`src/rtl/fp_pkg.sv`:
```
`default_nettype none
// ============================================================================
// Package     : fp_pkg
// Description : Shared widths, bit positions and enumerations for the float
//               adder shift sequencer and its helper blocks.
// Revision    : 1.0 - initial release
// ============================================================================
package fp_pkg;

    // Mantissa layout: [27] carry, [26] hidden, [25:3] fraction, [2:0] G/R/S
    localparam int MW         = 28;
    localparam int EW         = 8;
    localparam int HIDDEN_BIT = 26;
    localparam int CARRY_BIT  = 27;

    // Width of a single-cycle shift amount (covers 0..27)
    localparam int KW         = 5;

    typedef enum logic {
        CMD_ALIGN = 1'b0,
        CMD_NORM  = 1'b1
    } cmd_e;

    typedef enum logic [1:0] {
        S_IDLE  = 2'd0,
        S_ALIGN = 2'd1,
        S_NORM  = 2'd2,
        S_DONE  = 2'd3
    } state_e;

endpackage : fp_pkg
`default_nettype wire

```
`src/rtl/fp_step_shifter.sv`:
```
`default_nettype none
// ============================================================================
// Module      : fp_step_shifter
// Description : Narrow logical shifter used for the per-cycle mantissa steps.
//               LEFT=1 selects a left shift, LEFT=0 a right shift. Zeros are
//               shifted in; the caller collects any sticky information.
// Revision    : 1.0 - initial release
// Ports       : data   - value to shift
//               amt    - shift distance
//               result - shifted value
// ============================================================================
module fp_step_shifter #(
    parameter int W    = 28,
    parameter int AW   = 5,
    parameter bit LEFT = 1'b0
) (
    input  logic [W-1:0]  data,
    input  logic [AW-1:0] amt,
    output logic [W-1:0]  result
);

    generate
        if (LEFT) begin : g_left
            assign result = data << amt;
        end else begin : g_right
            assign result = data >> amt;
        end
    endgenerate

endmodule : fp_step_shifter
`default_nettype wire

```
`src/rtl/lzc28.sv`:
```
`default_nettype none
// ============================================================================
// Module      : lzc28
// Description : Combinational leading-zero count of a 27-bit field, counted
//               from bit 26 downwards. Returns 27 when the field is zero.
// Revision    : 1.0 - initial release
// Ports       : mantis - mantissa bits [26:0]
//               count  - number of zeros above the most significant one
// ============================================================================
module lzc28 (
    input  logic [26:0] mantis,
    output logic [4:0]  count
);

    // Scan upwards so the highest set bit is the last one to win.
    always_comb begin
        count = 5'd27;
        for (int i = 0; i < 27; i++) begin
            if (mantis[i]) begin
                count = 5'(26 - i);
            end
        end
    end

endmodule : lzc28
`default_nettype wire

```
`src/rtl/fp_shift_sequencer.sv`:
```
`default_nettype none
// ============================================================================
// Module      : fp_shift_sequencer
// Description : Multi-cycle controller for the shared mantissa/exponent shift
//               path of the float adder. ALIGN right-shifts a mantissa by an
//               exponent difference with sticky collection; NORMALIZE moves
//               the leading one to the hidden-bit position. At most STEP bit
//               positions are shifted per cycle.
// Revision    : 1.0 - initial release
// Ports       : clk, rst_n            - clock, synchronous active-low reset
//               in_valid/in_ready     - command handshake (ready only in IDLE)
//               in_cmd                - 0 = ALIGN, 1 = NORMALIZE
//               in_exp/in_mantis      - operand exponent and mantissa
//               in_shamt              - ALIGN right-shift distance
//               out_valid/out_ready   - result handshake
//               out_exp/out_mantis    - result exponent and mantissa
//               out_ovf               - exponent saturated at 255
//               out_unf               - NORMALIZE stopped at minimum exponent
//               out_zero              - NORMALIZE input mantissa was zero
//               busy                  - sequencer not idle
// ============================================================================
module fp_shift_sequencer
    import fp_pkg::*;
#(
    parameter int STEP = 4
) (
    input  logic          clk,
    input  logic          rst_n,
    input  logic          in_valid,
    output logic          in_ready,
    input  logic          in_cmd,
    input  logic [EW-1:0] in_exp,
    input  logic [MW-1:0] in_mantis,
    input  logic [EW-1:0] in_shamt,
    output logic          out_valid,
    input  logic          out_ready,
    output logic [EW-1:0] out_exp,
    output logic [MW-1:0] out_mantis,
    output logic          out_ovf,
    output logic          out_unf,
    output logic          out_zero,
    output logic          busy
);

    localparam logic [KW-1:0] STEP_K  = KW'(STEP);
    localparam logic [EW-1:0] STEP_E  = EW'(STEP);
    localparam logic [EW-1:0] EXP_MAX = {EW{1'b1}};

    state_e         r_state, w_state_nxt;
    logic [EW-1:0]  r_exp, w_exp_nxt;
    logic [MW-1:0]  r_mantis, w_mantis_nxt;
    logic [EW-1:0]  r_rem, w_rem_nxt;
    logic           r_ovf, w_ovf_nxt;
    logic           r_unf, w_unf_nxt;
    logic           r_zero, w_zero_nxt;

    cmd_e           w_cmd;
    logic [EW:0]    w_sum9;
    logic [KW-1:0]  w_align_k;
    logic [KW-1:0]  w_norm_k;
    logic [KW-1:0]  w_rsh_amt;
    logic [KW-1:0]  w_lz;
    logic [MW-1:0]  w_rsh;
    logic [MW-1:0]  w_lsh;
    logic [MW-1:0]  w_drop_mask;
    logic [MW-1:0]  w_rsh_sticky;

    assign w_cmd  = cmd_e'(in_cmd);
    // The carry out of this 9-bit sum is the exponent overflow indication.
    assign w_sum9 = {1'b0, in_exp} + {1'b0, in_shamt};

    // ------------------------------------------------------------------
    // Step-size selection
    // ------------------------------------------------------------------
    assign w_align_k = (r_rem < STEP_E) ? r_rem[KW-1:0] : STEP_K;

    // NORM step: min(leading zeros, STEP, exp-1). exp >= 2 whenever the
    // result is used, so exp-1 never wraps in that case.
    always_comb begin
        w_norm_k = w_lz;
        if (STEP_K < w_norm_k) begin
            w_norm_k = STEP_K;
        end
        if ({{(EW-KW){1'b0}}, w_norm_k} > (r_exp - 8'd1)) begin
            w_norm_k = KW'(r_exp - 8'd1);
        end
    end

    // In NORM the right shifter only serves the carry case, a 1-bit shift.
    assign w_rsh_amt = (r_state == S_NORM) ? KW'(1) : w_align_k;

    lzc28 u_lzc (
        .mantis (r_mantis[HIDDEN_BIT:0]),
        .count  (w_lz)
    );

    fp_step_shifter #(.W(MW), .AW(KW), .LEFT(1'b0)) u_rshift (
        .data   (r_mantis),
        .amt    (w_rsh_amt),
        .result (w_rsh)
    );

    fp_step_shifter #(.W(MW), .AW(KW), .LEFT(1'b1)) u_lshift (
        .data   (r_mantis),
        .amt    (w_norm_k),
        .result (w_lsh)
    );

    // Bits falling off the bottom of the right shift fold into bit 0.
    assign w_drop_mask  = ~({MW{1'b1}} << w_rsh_amt);
    assign w_rsh_sticky = {w_rsh[MW-1:1], w_rsh[0] | (|(r_mantis & w_drop_mask))};

    // ------------------------------------------------------------------
    // Next-state and datapath logic
    // ------------------------------------------------------------------
    always_comb begin
        w_state_nxt  = r_state;
        w_exp_nxt    = r_exp;
        w_mantis_nxt = r_mantis;
        w_rem_nxt    = r_rem;
        w_ovf_nxt    = r_ovf;
        w_unf_nxt    = r_unf;
        w_zero_nxt   = r_zero;

        case (r_state)
            S_IDLE: begin
                if (in_valid) begin
                    w_exp_nxt    = in_exp;
                    w_mantis_nxt = in_mantis;
                    w_rem_nxt    = in_shamt;
                    w_ovf_nxt    = 1'b0;
                    w_unf_nxt    = 1'b0;
                    w_zero_nxt   = 1'b0;
                    if (w_cmd == CMD_NORM) begin
                        w_state_nxt = S_NORM;
                    end else begin
                        // Exponent adjustment is applied once, up front.
                        if (w_sum9[EW]) begin
                            w_exp_nxt = EXP_MAX;
                            w_ovf_nxt = 1'b1;
                        end else begin
                            w_exp_nxt = w_sum9[EW-1:0];
                        end
                        if (in_shamt == '0) begin
                            w_state_nxt = S_DONE;
                        end else if (in_shamt >= EW'(MW)) begin
                            // Everything shifts out: only the sticky survives.
                            w_mantis_nxt = {{(MW-1){1'b0}}, |in_mantis};
                            w_state_nxt  = S_DONE;
                        end else begin
                            w_state_nxt = S_ALIGN;
                        end
                    end
                end
            end

            S_ALIGN: begin
                w_mantis_nxt = w_rsh_sticky;
                w_rem_nxt    = r_rem - {{(EW-KW){1'b0}}, w_align_k};
                if (r_rem == {{(EW-KW){1'b0}}, w_align_k}) begin
                    w_state_nxt = S_DONE;
                end
            end

            S_NORM: begin
                if (r_mantis == '0) begin
                    w_exp_nxt   = '0;
                    w_zero_nxt  = 1'b1;
                    w_state_nxt = S_DONE;
                end else if (r_mantis[CARRY_BIT]) begin
                    w_mantis_nxt = w_rsh_sticky;
                    if (r_exp >= EXP_MAX - 8'd1) begin
                        w_exp_nxt = EXP_MAX;
                        w_ovf_nxt = 1'b1;
                    end else begin
                        w_exp_nxt = r_exp + 8'd1;
                    end
                    w_state_nxt = S_DONE;
                end else if (r_mantis[HIDDEN_BIT]) begin
                    w_state_nxt = S_DONE;
                end else if (r_exp <= 8'd1) begin
                    w_exp_nxt   = '0;
                    w_unf_nxt   = 1'b1;
                    w_state_nxt = S_DONE;
                end else begin
                    w_mantis_nxt = w_lsh;
                    w_exp_nxt    = r_exp - {{(EW-KW){1'b0}}, w_norm_k};
                end
            end

            S_DONE: begin
                if (out_ready) begin
                    w_state_nxt = S_IDLE;
                end
            end

            default: begin
                w_state_nxt = S_IDLE;
            end
        endcase
    end

    always_ff @(posedge clk) begin
        if (!rst_n) begin
            r_state  <= S_IDLE;
            r_exp    <= '0;
            r_mantis <= '0;
            r_rem    <= '0;
            r_ovf    <= 1'b0;
            r_unf    <= 1'b0;
            r_zero   <= 1'b0;
        end else begin
            r_state  <= w_state_nxt;
            r_exp    <= w_exp_nxt;
            r_mantis <= w_mantis_nxt;
            r_rem    <= w_rem_nxt;
            r_ovf    <= w_ovf_nxt;
            r_unf    <= w_unf_nxt;
            r_zero   <= w_zero_nxt;
        end
    end

    assign in_ready   = (r_state == S_IDLE);
    assign busy       = (r_state != S_IDLE);
    assign out_valid  = (r_state == S_DONE);
    assign out_exp    = r_exp;
    assign out_mantis = r_mantis;
    assign out_ovf    = r_ovf;
    assign out_unf    = r_unf;
    assign out_zero   = r_zero;

endmodule : fp_shift_sequencer
`default_nettype wire

```
`config.mk`:
```
export PLATFORM = sky130hd
export DESIGN_NAME = fp_shift_sequencer
export DESIGN_NICKNAME = d
export VERILOG_FILES = /design/src/rtl/fp_pkg.sv /design/src/rtl/fp_step_shifter.sv /design/src/rtl/lzc28.sv /design/src/rtl/fp_shift_sequencer.sv
export SDC_FILE = /design/constraint.sdc
export NUM_CORES = 1
export LEC_CHECK = 0
export CAP_MARGIN = 5
export CORE_MARGIN = 3
export CORE_UTILIZATION = 50
export CTS_CLUSTER_DIAMETER = 60
export DETAILED_ROUTE_END_ITERATION = 8
export PLACE_DENSITY_LB_ADDON = 0.15
export SETUP_SLACK_MARGIN = 0.02
export SYNTH_ARGS = -nofsm -noshare
export SYNTH_HDL_FRONTEND = slang
export SYNTH_SLANG_ARGS = --single-unit
```
`constraint.sdc`:
```
create_clock -name clk -period 5.12 [get_ports clk]
set_clock_uncertainty 0.15 [all_clocks]
set_input_delay 1.28 -clock clk [delete_from_list [all_inputs] [get_ports clk]]
set_output_delay 1.28 -clock clk [all_outputs]
set_load 0.01 [all_outputs]
```
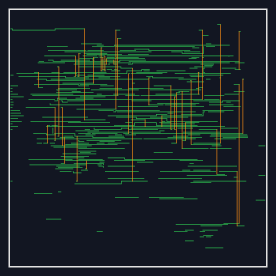
layers.png
Scale: 2 px per um. Two of the layers only.
[green] M3 | wire length: 3810 um
[orange] M4 | wire length: 815 um

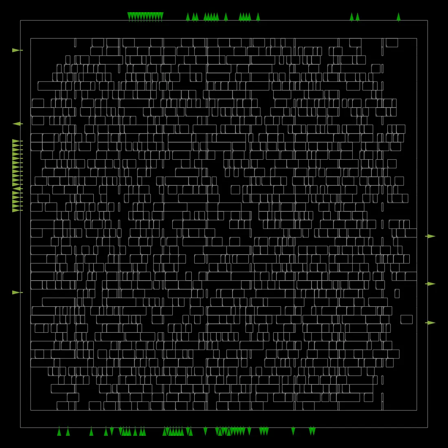
placed.png
final cell count without fillers: 1316
Fill cells: 1361
flop share of the area: 0.114
Final Util: 0.605
Core Rows: 43

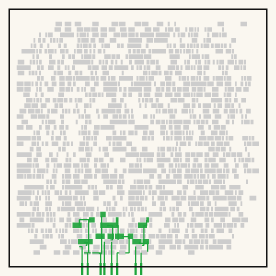
port_trees.png
Scale: 2 px per um.
[green] `in_exp` | direction: input | edge: bottom | end cells: 16 | buffers: 8 | wire: 188 um

==> impl_metrics.toml <==
# yosys + openroad results
[yosys]
simple_gate_area_frac = 0.264
synth_cells = 1113
ys_warn_count = 0
synth.most_common_cell = "nand2_1"
edf_count = 0
yosys.area.top_type = "dfxtp_1"
synth_cell_types = 89
yosysSeqAreaShare = 0.132
yosys.area.top_type_share = 0.132
syn_avg_cell_area_um2 = 6.69
synthTopCellsByArea = "dfxtp_1 (13%), nand2_1 (9.1%), mux2i_1 (6.7%)"
synth_top_flop_cell = "dfxtp_1"
aoi_share = 0.360
ys_cells = 1113
top_logic_kind = "AND-OR/OR-AND gates"
ys_ff = 49
mux_share = 0.0917
yosys-top-cells-count = "nand2_1 (180), nor2_1 (84), a21oi_1 (81)"
xor_area_frac = 0.0176
adder_share = 0.0524
ys_async_sr_fraction = 0
synth_area_um2 = 7450

[final_layout]
area_growth_pct = 15.3
drive_gt1_frac = 0.0889
stdcell_area_um2 = 8590
nets = 1214
antenna_cells = 0

[critical_path]
crit_family = "simple AND/OR/NAND/NOR gates"
crit_required_ns = 5.12
path_cells = "inv_1, ha_1, nor3b_2, xor2_1, inv_1, ha_1, a311oi_1, nand2_1, buf_4, nor3_2, or2_4, inv_2, ha_1, nor2b_1, o21ai_0, nand2b_1, a211oi_2, xnor2_1, nor2_1, o221ai_1, o31a_1, a21oi_1"
cp_slowest_cell = "ha_1"
crit_buf_inv = 4
startpoint_type = "register"
crit_arrival_ns = 4.79
crit_top_cell = "ha_1"
critPathMaxFanout = 10
end_kind = "register"
critical_path_class = "register to register"

[timing]
rsz0062_at_grt = "false"
slew_headroom = 0.226
worstMarginPinSlew_ns = 1.15
fin_setup_tns_ns = 0
hold_violations = 0
finalSetupViolations = 0
min_period_over_period = 0.936
fmax_mhz = 209
slew_violations = 0
finalCriticalPeriod_ns = 4.79

[clocking]
cts_made_buffers = 5
cts_tree = "built"
cts.sinks = 49
clock_path_buffers = 2
htreeDepth = 2
clock_latency_ns = 0.31
cts_root_buf = "clkbuf_16"
hold_buffers = 0
clkTransAtPathRegs_ns = 0.07
cts_setup_buffers = 0

[route]
route.vias.total = 9145
post_drt_wl_per_cell_um = 22.9
ant_nets = 0
drt_wl_total_mm = 30.2
viasPerCell = 6.95
drtPass1Iterations = 6
drc = 0

[outcome]
status = "finished clean"

[die]
core_area_um2 = 14200
pin_count = 91
die_w_um = 128
die_h_um = 128
dieArea_um2 = 16400

[global_route]
grt_pass1_wl_mm = 46.5
antenna_found_initial = 1
grt_max_degree = 38
gr-total-overflow = 0
grt_pass1_vias = 8079
grtUsageTotal = 0.355

[place]
gp_congestion = 1.03
numPlacedInstances = 1308
dp_hpwl_mm = 22.1

[job]
max-cap-violations = 0
warnings = 33
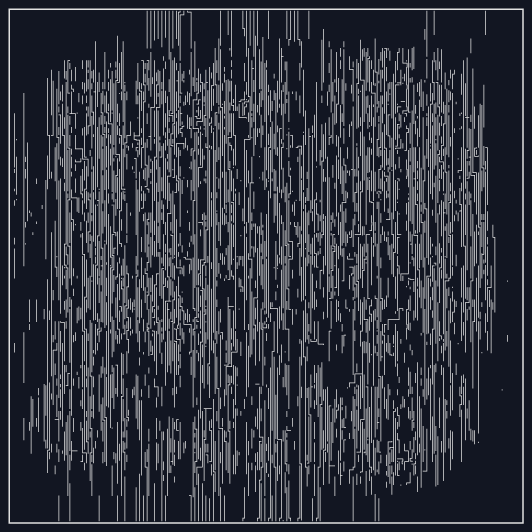
m2.png
Scale: 4 px per um.
main direction: vertical
wire length on this layer: 13000 um
nets with wire on the layer: 952

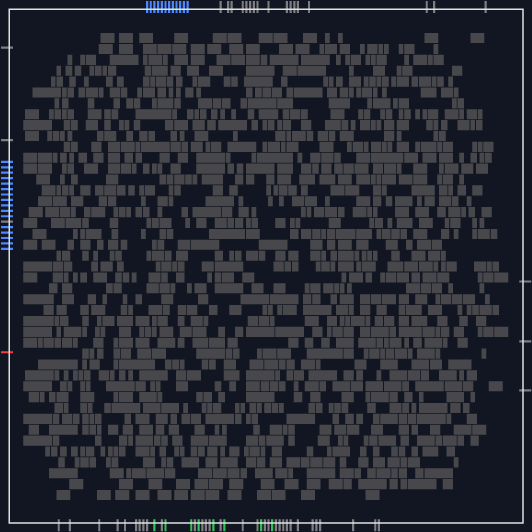
pinout.png
Scale: 4 px per um. Pins as bars across the die edge, other pins in grey.
[red] `rst_n` | pins: 1 | direction: input | edge: left
[green] `in_exp` | pins: 8 | direction: input | edge: bottom
[blue] `in_mantis` | pins: 28 | direction: input | edge: 16 left, 12 top

registers in the layout, indices dropped and copies added, names as in the netlist:
signal,cells
out_exp,8
out_mantis,28
out_ovf,1
out_unf,1
out_zero,1
r_rem,8
r_state,2
area by class of cell:
type	instances	area [um^2]
multi-input combinational	922	5930
clock inverter	2	13.8
tap	180	225
fill	1361	5610
clock buffer	6	139
inverter	30	116
sequential	49	981
timing repair buffer	127	1180
tightest hold or removal path, cell delays in order, from the launching register on:
cell and delay (ns):
dfxtp_1 0.32, o21ai_0 0.07, a21oi_1 0.07
kinds of logic after synthesis:
kind of cell	count (synthesis)
flip-flops	49
buffers and inverters	143
AND-OR/OR-AND	386
other	2
multiplexers	65
AND/OR/NAND/NOR	423
XOR/XNOR	15
adder cells (fa/ha/maj)	30
path summary, 6_finish.rpt:
path | cells past startpoint | from | slack, ns | endpoint
max | 22 | out_exp[1] | 0.33 | out_exp[6]
min | 2 | r_rem[5] | 0.35 | r_rem[5]
max reg2reg | 22 | out_exp[1] | 0.33 | out_exp[6]
min reg2reg | 2 | r_rem[5] | 0.35 | r_rem[5]
placed cells by master, fill, tap and decap left out, types with 25 or more instances in the layout:
master	Yosys	routed
mux2i_1	50	50
nor2_1	84	84
dfxtp_1	49	49
clkdlybuf4s50_1	0	90
nor3_1	39	37
a21oi_1	81	81
buf_4	2	36
inv_1	25	25
o21ai_0	70	70
ha_1	28	28
nand3_1	34	33
o211ai_1	26	26
a211oi_1	30	29
nand2_1	180	180
through the flow:
step	hold slack, ns	setup slack, ns
detailed placement	0.337	0.314
floorplan	0.312	0.0213
global placement	0.338	0.417
finish	0.350	0.327
CTS	0.348	0.287
global route	0.400	0.0292
timing repair:
action	4_1_cts	5_1_grt
endpoints found under the hold margin	0	0
resized	0	5
setup endpoints to repair	0	1
metal layers:
metal	part of all wire	track usage
met5	0.00027	0
met1	0.41	0.516
met2	0.43	0.525
met4	0.027	0.0955
met3	0.13	0.0825
